**src/rtl/ama_riscv_bp_gshare.sv**
```systemverilog
// ama_riscv_bp_gshare: gshare direction predictor with speculative GHR, mispredict repair and walked table init
module ama_riscv_bp_gshare #(
  parameter int unsigned IDX_BITS = 6,
  parameter int unsigned CNT_BITS = 2,
  parameter int unsigned GHR_BITS = 6,
  parameter int unsigned CNT_INIT = 1,
  parameter int unsigned PC_LSB   = 2
)(
  input  logic                clk,
  input  logic                rst,
  input  logic                clear,
  input  logic                pred_en,
  input  logic [31:0]         pred_pc,
  output logic                pred_taken,
  output logic [IDX_BITS-1:0] pred_idx,
  output logic [GHR_BITS-1:0] pred_ghr,
  input  logic                upd_en,
  input  logic [IDX_BITS-1:0] upd_idx,
  input  logic [GHR_BITS-1:0] upd_ghr,
  input  logic                upd_taken,
  input  logic                upd_mispred,
  output logic [GHR_BITS-1:0] ghr,
  output logic                busy
);
  typedef enum logic {INIT, IDLE} state_t;
  state_t state, state_nxt;
  logic [IDX_BITS-1:0] ptr;
  logic [CNT_BITS-1:0] pht [2**IDX_BITS];
  logic [CNT_BITS-1:0] upd_cur, upd_new, rd_cnt;
  logic upd_act, unused_pc;
  function automatic logic [GHR_BITS-1:0] shift(input logic [GHR_BITS-1:0] g, input logic b);
    return GHR_BITS'({g, b});
  endfunction
  assign busy = state == INIT;
  assign unused_pc = ^pred_pc;
  assign pred_idx = pred_pc[PC_LSB +: IDX_BITS] ^ IDX_BITS'(ghr);
  assign pred_ghr = ghr;
  assign upd_act = upd_en && !busy;
  assign upd_cur = pht[upd_idx];
  assign upd_new = upd_taken ? (&upd_cur ? upd_cur : upd_cur + 1'b1)
                             : (|upd_cur ? upd_cur - 1'b1 : upd_cur);
  // same-cycle update to the predicted entry is forwarded
  assign rd_cnt = (upd_act && upd_idx == pred_idx) ? upd_new : pht[pred_idx];
  assign pred_taken = !busy && rd_cnt[CNT_BITS-1];
  always_comb state_nxt = (state == INIT && ptr == '1) ? IDLE : state;
  always_ff @(posedge clk) begin
    if (rst || clear) begin
      state <= INIT;
      ptr   <= '0;
      ghr   <= '0;
    end else begin
      state <= state_nxt;
      ptr   <= busy ? ptr + 1'b1 : ptr;
      if (upd_act && upd_mispred) ghr <= shift(upd_ghr, upd_taken);
      else if (pred_en && !busy)  ghr <= shift(ghr, pred_taken);
    end
  end
  always_ff @(posedge clk) begin
    if (busy)         pht[ptr]     <= CNT_BITS'(CNT_INIT);
    else if (upd_act) pht[upd_idx] <= upd_new;
  end
endmodule

```
**config.mk**
```make
export PLATFORM = sky130hd
export DESIGN_NAME = ama_riscv_bp_gshare
export DESIGN_NICKNAME = d
export VERILOG_FILES = /design/src/rtl/ama_riscv_bp_gshare.sv
export SDC_FILE = /design/constraint.sdc
export NUM_CORES = 1
export LEC_CHECK = 0
export ABC_AREA = 1
export CELL_PAD_IN_SITES_DETAIL_PLACEMENT = 1
export CELL_PAD_IN_SITES_GLOBAL_PLACEMENT = 2
export CORE_UTILIZATION = 26
export CTS_CLUSTER_DIAMETER = 60
export DETAILED_ROUTE_END_ITERATION = 7
export DONT_BUFFER_PORTS = 1
export PLACE_DENSITY = 0.54
export SYNTH_ARGS = -nofsm -noshare
export SYNTH_HDL_FRONTEND = slang
export SYNTH_SLANG_ARGS = --single-unit
```
**constraint.sdc**
```tcl
create_clock -name clk -period 5.5 [get_ports clk]
set_input_delay 0.55 -clock clk [delete_from_list [all_inputs] [get_ports clk]]
set_output_delay 0.55 -clock clk [all_outputs]
set_load 0.01 [all_outputs]
```
Fig. 1: placed standard cells
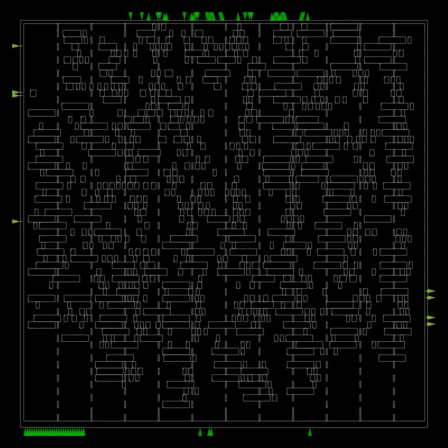
placement row count: 60
fraction of area in registers: 51.5%
inserted tap cell count: 341
Core Area: 26900 µm²
post-layout instance count excluding filler cells: 1135

Fig. 2: clock network drawn from the DEF
The bar under the picture is 50 µm long.
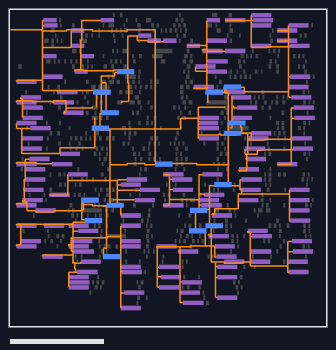
[purple] flip-flops | count: 141
[orange] clock wires | length: 2220 µm
[blue] clock-net drivers | count: 17
flops lie: all over the die
routed clock nets: 18
power drawn by the clock network: 1.25 mW
clock insertion delay at the later pin of the skew report: 0.43 ns
relative contribution of the clock network to total power: 49.0%

Fig. 3: M2 wires
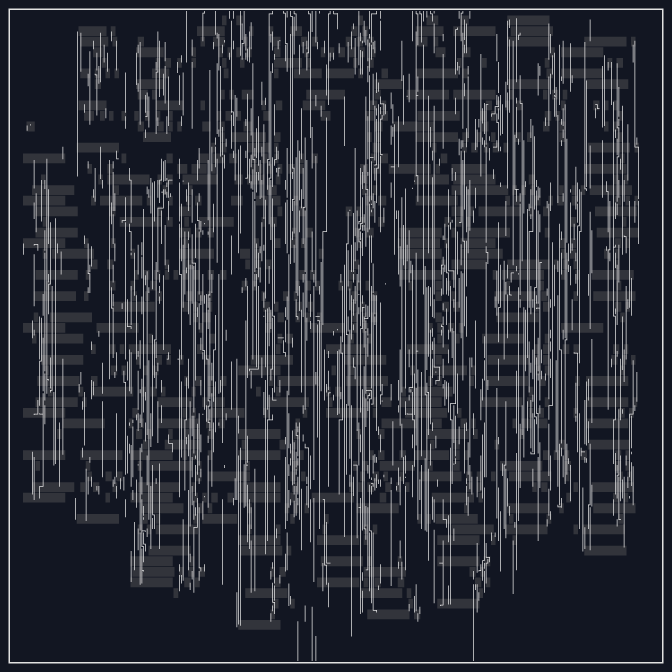
share of all routed wire: 48%
main direction: vertical
nets with wire on the layer: 649
routed via count: 5633
detailed-route wire length: 26000 µm
GR Util met2: 32.2%

Fig. 4: cells coloured by class
The bar under the picture is 50 µm long.
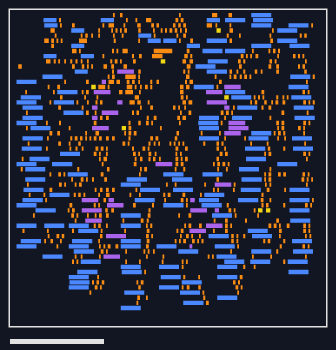
| colour | class | cells | share of their area |
|---|---|---|---|
| blue | registers | 141 | 54% |
| purple | clock drivers and dummy loads | 30 | 8.2% |
| orange | remaining logic cells | 616 | 37% |
| yellow | remaining buffers and delay cells | 7 | 0.70% |
Core Util, Final: 29.7%
design area: 7970 µm²

Fig. 5: selected gate families
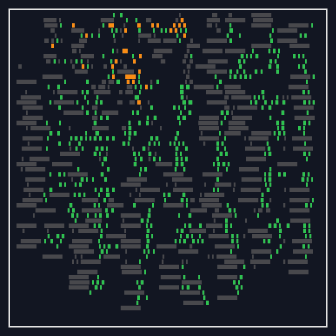
| colour | family | cells |
|---|---|---|
| green | nand cells | 461 |
| orange | aoi and oai cells | 28 |
Comb area share: 33.4%
most frequently placed logic cell in the final layout: nand2_1

==> out/metrics.cfg <==
[run]
timing.max_cap.violations=0
warning_count=53

[critical_path]
required_ns=4.95
critical-path-top-delay-family=simple AND/OR/NAND/NOR gates
r2r-start=state
ff2ff_setup_slack_ns=2.32
timing.reg2reg.worst_path_depth=7
startpoint=ghr[0]
crit_chain=nand2_1 -> nand2_2 -> nand2_1 -> nand3_1 -> nand3_1 -> nand3_1 -> nand3_1 -> nand3_1 -> nand2_1 -> a21oi_1 -> nand2_1 -> inv_1
worst-path-buf-inv=1
crit_path_top_delay_cell=nand2_2
sort_of_element_at_the_end_of_the_critical_path=output pin

[power]
dominant_power_group=clock
seq_power_mw=1.15
power_frac_seq_pct=45.4
switchingPower_uw=594
worst_vdd_drop_mv=0.141
pg_comb_uw=143
internal_power_mw=1.95
power_leakage_nw=2.98
design_power_total_mw=2.54
switching_share_pct=23.4

[global_route]
global_route.peak_usage_layer=met2
largest_net_degree_at_the_start_of_global_routing=66
grtUsageMet1_pct=25.7
grt_antenna_before_repair=0
global_route.usage.total_pct=19.2
met3_capacity_usage_during_global_routing_pct=2.55

[sta]
layout_min_cycle_time_ns=3.79
worst_slew_margin_rel_pct=38.0
whs_ns=0.319
fin_ws_ns=1.71
setup_total_negative_slack_ns=0
skew_ns=0.00869

[final_layout]
multi_input_comb_area_um2=2660
regMostFlops=pht
cell_kind_with_the_greatest_summed_area=registers
ff_latch_area_um2=4100
biggestRegsByFlops=pht (128), ghr (6), ptr (6)
most-common-layout-cells=nand2_1, nand3_1, edfxtp_1
syn_to_final_growth_pct=12.3
largest_register_ff_count=128
ff_count=141
drive_above_1_share_pct=6.93
layout.clock.cell_area_share_pct=7.74
fin_nets=835

[clock_network]
cts_setup_buffers=0
tritoncts.num_buffers=17
cts_hold_fix_bufs=0
clock_tree.htree_level_count=4

[worst_hold_path]
timing.hold.worst_path_depth=2
worst_min_delay_path_startpoint=upd_ghr[1]
min_to=ghr[2]

[synth]
floorplan.nets=851
ys_sh_aoi_pct=2.11
yosysMostFrequentCell=nand2_1
synth.comb.largest_family=simple AND/OR/NAND/NOR gates
synthTopCellsByCount=nand2_1, nand3_1, edfxtp_1, nor2_1, inv_1
ys_sh_simple_pct=33.6
ys_ff=141
synth_chip_area_um2=7100
synthDominantCellAreaShare_pct=54.1
yosys.cell_types.count=35

[placement]
place.port_buffers=0
globalplace.congestion=0.746

[outcome]
run_status=finished, final reports clean

[floorplanning]
ioPinCount=71
initial_utilization_pct=26.4

[drt]
dr.first_iter.drc_count=275
met3RoutedLength_um=765
drc=0
via_per_inst=4.96
route.met2.wl_um=12500
routed_wire_length_per_instance_um=22.9

Power is estimated from default activity; no workload was simulated.
